### src/rtl/nonrestoring_divider_seq.sv
// Sequential unsigned divider using the non-restoring algorithm, one quotient bit per clock.
// A start/done handshake drives it; divide-by-zero returns all-ones quotient and the dividend as remainder.
module nonrestoring_divider_seq #(
  parameter int WIDTH = 32
) (
  input  logic             clk,
  input  logic             rst,
  input  logic             start,
  input  logic [WIDTH-1:0] dividend,
  input  logic [WIDTH-1:0] divisor,
  output logic             busy,
  output logic             done,
  output logic [WIDTH-1:0] quotient,
  output logic [WIDTH-1:0] remainder,
  output logic             div_by_zero
);

  localparam logic [1:0] IDLE = 2'd0;
  localparam logic [1:0] RUN  = 2'd1;
  localparam logic [1:0] FIX  = 2'd2;
  localparam logic [1:0] ZERO = 2'd3;

  localparam int CW = (WIDTH > 2) ? $clog2(WIDTH) : 1;
  localparam logic [CW-1:0] CNT_LAST = CW'(WIDTH - 1);

  logic [1:0]       state_reg;
  logic [WIDTH:0]   r_reg;
  logic [WIDTH-1:0] q_reg;
  logic [WIDTH-1:0] d_reg;
  logic [CW-1:0]    cnt_reg;

  logic [WIDTH:0] d_ext;
  logic [WIDTH:0] shift_r;
  logic [WIDTH:0] step_r_next;
  logic [WIDTH:0] fix_r_next;

  // Partial remainder can transiently exceed the signed range after the shift;
  // the add/sub result always lands back in [-D, D), so modular arithmetic is exact.
  always_comb begin
    d_ext       = {1'b0, d_reg};
    shift_r     = {r_reg[WIDTH-1:0], q_reg[WIDTH-1]};
    step_r_next = r_reg[WIDTH] ? (shift_r + d_ext) : (shift_r - d_ext);
    fix_r_next  = r_reg[WIDTH] ? (r_reg + d_ext) : r_reg;
  end

  assign busy = (state_reg != IDLE);

  always_ff @(posedge clk or posedge rst) begin
    if (rst) begin
      state_reg   <= IDLE;
      r_reg       <= '0;
      q_reg       <= '0;
      d_reg       <= '0;
      cnt_reg     <= '0;
      done        <= 1'b0;
      quotient    <= '0;
      remainder   <= '0;
      div_by_zero <= 1'b0;
    end else begin
      done <= 1'b0;
      case (state_reg)
        IDLE: begin
          if (start) begin
            d_reg       <= divisor;
            q_reg       <= dividend;
            r_reg       <= '0;
            cnt_reg     <= CNT_LAST;
            div_by_zero <= 1'b0;
            state_reg   <= (divisor == '0) ? ZERO : RUN;
          end
        end
        RUN: begin
          r_reg <= step_r_next;
          q_reg <= {q_reg[WIDTH-2:0], ~step_r_next[WIDTH]};
          if (cnt_reg == '0) state_reg <= FIX;
          else               cnt_reg   <= cnt_reg - CW'(1);
        end
        FIX: begin
          r_reg     <= fix_r_next;
          quotient  <= q_reg;
          remainder <= fix_r_next[WIDTH-1:0];
          done      <= 1'b1;
          state_reg <= IDLE;
        end
        ZERO: begin
          // q_reg still holds the untouched dividend here
          quotient    <= '1;
          remainder   <= q_reg;
          div_by_zero <= 1'b1;
          done        <= 1'b1;
          state_reg   <= IDLE;
        end
        default: state_reg <= IDLE;
      endcase
    end
  end

endmodule

### config.mk
export PLATFORM = sky130hd
export DESIGN_NAME = nonrestoring_divider_seq
export DESIGN_NICKNAME = d
export VERILOG_FILES = /design/src/rtl/nonrestoring_divider_seq.sv
export SDC_FILE = /design/constraint.sdc
export NUM_CORES = 1
export LEC_CHECK = 0
export ABC_AREA = 0
export CORE_MARGIN = 8
export CORE_UTILIZATION = 35
export CTS_CLUSTER_DIAMETER = 150
export DETAILED_ROUTE_END_ITERATION = 16
export SLEW_MARGIN = 15
export SYNTH_ARGS = -nofsm -noshare
export SYNTH_HDL_FRONTEND = slang
export SYNTH_SLANG_ARGS = --single-unit
### constraint.sdc
create_clock -name clk -period 11.7 [get_ports clk]
set_input_delay 2.34 -clock clk [delete_from_list [all_inputs] [get_ports clk]]
set_output_delay 2.34 -clock clk [all_outputs]
set_load 0.05 [all_outputs]
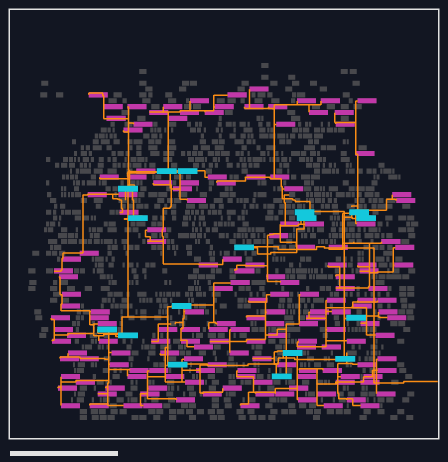
(clock network drawn from the DEF)
Bar = 50 um.
[cyan] clock-net drivers | count: 17
[orange] clock wires | length: 2510 um
[magenta] flip-flops | count: 170
flops lie: widely spread

==> flow_metrics.py <==
# Synthesis and PnR figures
metrics = {
    "synthesis": {
        "synth.avg_cell_area_um2": 9.11,
        "top_cell": "dfrtp_1",
        "edf_count": 0,
        "top_area_share_pct": 36.5,
        "syn_inst": 1280,
        "ys_cells": 1280,
        "topCellsByArea": "dfrtp_1 36%, ha_1 7.6%, mux2i_1 6.9%",
        "fp_nets": 1420,
        "top_logic_kind": "AND-OR/OR-AND gates",
        "ys_seq_share_pct": 36.5,
        "yosys_warnings": 0,
        "synth-xor-area-share_pct": 6.16,
        "yosysChipArea_um2": 11700,
        "aoi_share_pct": 22.8,
        "ys_ff": 170,
    },
    "floorplanning": {
        "fp-row-count": 67,
        "fp.dieW_um": 198,
        "die-area_um2": 39400,
        "initCoreUtil_pct": 35.1,
        "tap_cells": 448,
        "die_y_um": 198,
    },
    "cells_and_area": {
        "inv_count": 39,
        "seq_share_pct": 30.4,
        "syn_to_final_growth_pct": 20.2,
        "fillCellCount": 3319,
        "buffers_excl_clock": 146,
        "nMultiInputCombCells": 1011,
        "bufAreaShareNonClock_pct": 10.2,
        "antenna_cells": 0,
        "layout_top_cell": "dfrtp_1",
        "comb_share_pct": 50.3,
        "layout.cells.non_filler": 1846,
        "logic_area_um2": 7040,
        "ff_latch_area_um2": 4260,
        "lay_top_cells": "169 x dfrtp_1, 142 x nand2_1, 133 x clkdlybuf4s50_1, 97 x o21ai_0, 95 x a21oi_1",
        "largest_reg_flops": 33,
    },
    "placement": {
        "io_buffers": 133,
        "dp.cells": 1814,
        "dpl_worst_slack_ps": 6550,
        "hpwl_um": 28600,
    },
    "power": {
        "seq_cell_power_mw": 1.16,
        "internal_power_mw": 2.29,
        "powerDensity_nw_per_um2": 337,
        "irDropWorstVdd_mv": 0.125,
        "p_comb_mw": 2.99,
        "p_sw_mw": 2.43,
        "pwr-share-seq_pct": 24.5,
        "pwr-share-comb_pct": 63.4,
        "leakage_nw": 6.04,
        "maxPowerGroup": "combinational cells",
        "pg_clk_mw": 0.572,
    },
    "routing": {
        "drcViolationCount": 0,
        "wl_met3_um": 1750,
        "wl_met2_um": 18600,
        "drt_iter0_drc": 813,
        "drtAntennaViolNets": 0,
        "wl_um": 37800,
        "top_layer_used": "met4",
        "route.layer.met1.wl_um": 16800,
        "via_per_inst": 5.53,
    },
    "sta": {
        "finalClockSkew_ps": 10.9,
        "relSlewSlack_pct": 22.7,
        "rsz0062_at_grt": "false",
        "finalCritPeriodShare_pct": 40.5,
        "max_clock_freq_ghz": 0.211,
        "setup_violations": 0,
        "hold_violations": 0,
        "slew_viol_final": 0,
        "hold_ws_ps": 501,
        "setup_slack_ps": 6970,
        "period_needed_ps": 4730,
    },
    "hold_path": {
        "holdPathEnd": "quotient[19]$_DFFE_PP0P_",
        "holdPathStages": 2,
        "hp-class": "flip-flop to flip-flop",
    },
    "global_routing": {
        "grt_use_total_pct": 19.0,
        "antenna_found_initial": 0,
        "globalRouteOverflowTotal": 0,
        "top_usage_layer": "met2",
        "grt_use_met2_pct": 32.5,
        "grt_pass1_vias": 9833,
        "grt_first_pass_wirelength_um": 58100,
        "grt_start_max_net_pins": 68,
    },
    "cts": {
        "cts_tree": "done",
        "htree_levels": 4,
        "root_buffer": "clkbuf_16",
        "post-cts-setup-buffers": 0,
        "ctsHoldBuffers": 0,
        "cts.sinks": 170,
        "path_clk_slew_ps": 70,
        "cts_buffers": 17,
        "clk_latency_ps": 450,
        "cts-resized-gates": 0,
    },
    "critical_path": {
        "rrSetupSlack_ps": 7140,
        "endpoint_kind": "flip-flop",
        "rr_startpoint": "d_reg[0]$_DFFE_PP0P_",
        "cpPeakStageDelay_ps": 510,
        "worstSetupStartpointType": "primary input",
        "cpLargestDelayFamily": "buffers and inverters",
        "crit_cells": 8,
        "crit_top_cell": "buf_4",
        "cp_num_buf_inv": 3,
        "r2r-end": "r_reg[32]$_DFFE_PP0P_",
        "worstSetupStartpoint": "start",
        "cp-endpoint": "r_reg[26]$_DFFE_PP0P_",
        "cp_data_arrival_time_ps": 5080,
    },
    "job": {
        "cap_violations": 0,
        "warnings": 30,
    },
    "status": {
        "status": "complete, no violations",
    },
}
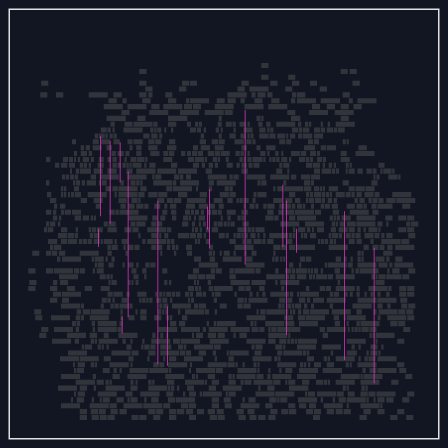
(metal 4)
longest straight run: 75.5 um
main direction: vertical
wire length on this layer: 620 um
nets with wire on the layer: 12

Power figures rest on the tool's default switching activity, not on a simulated workload.
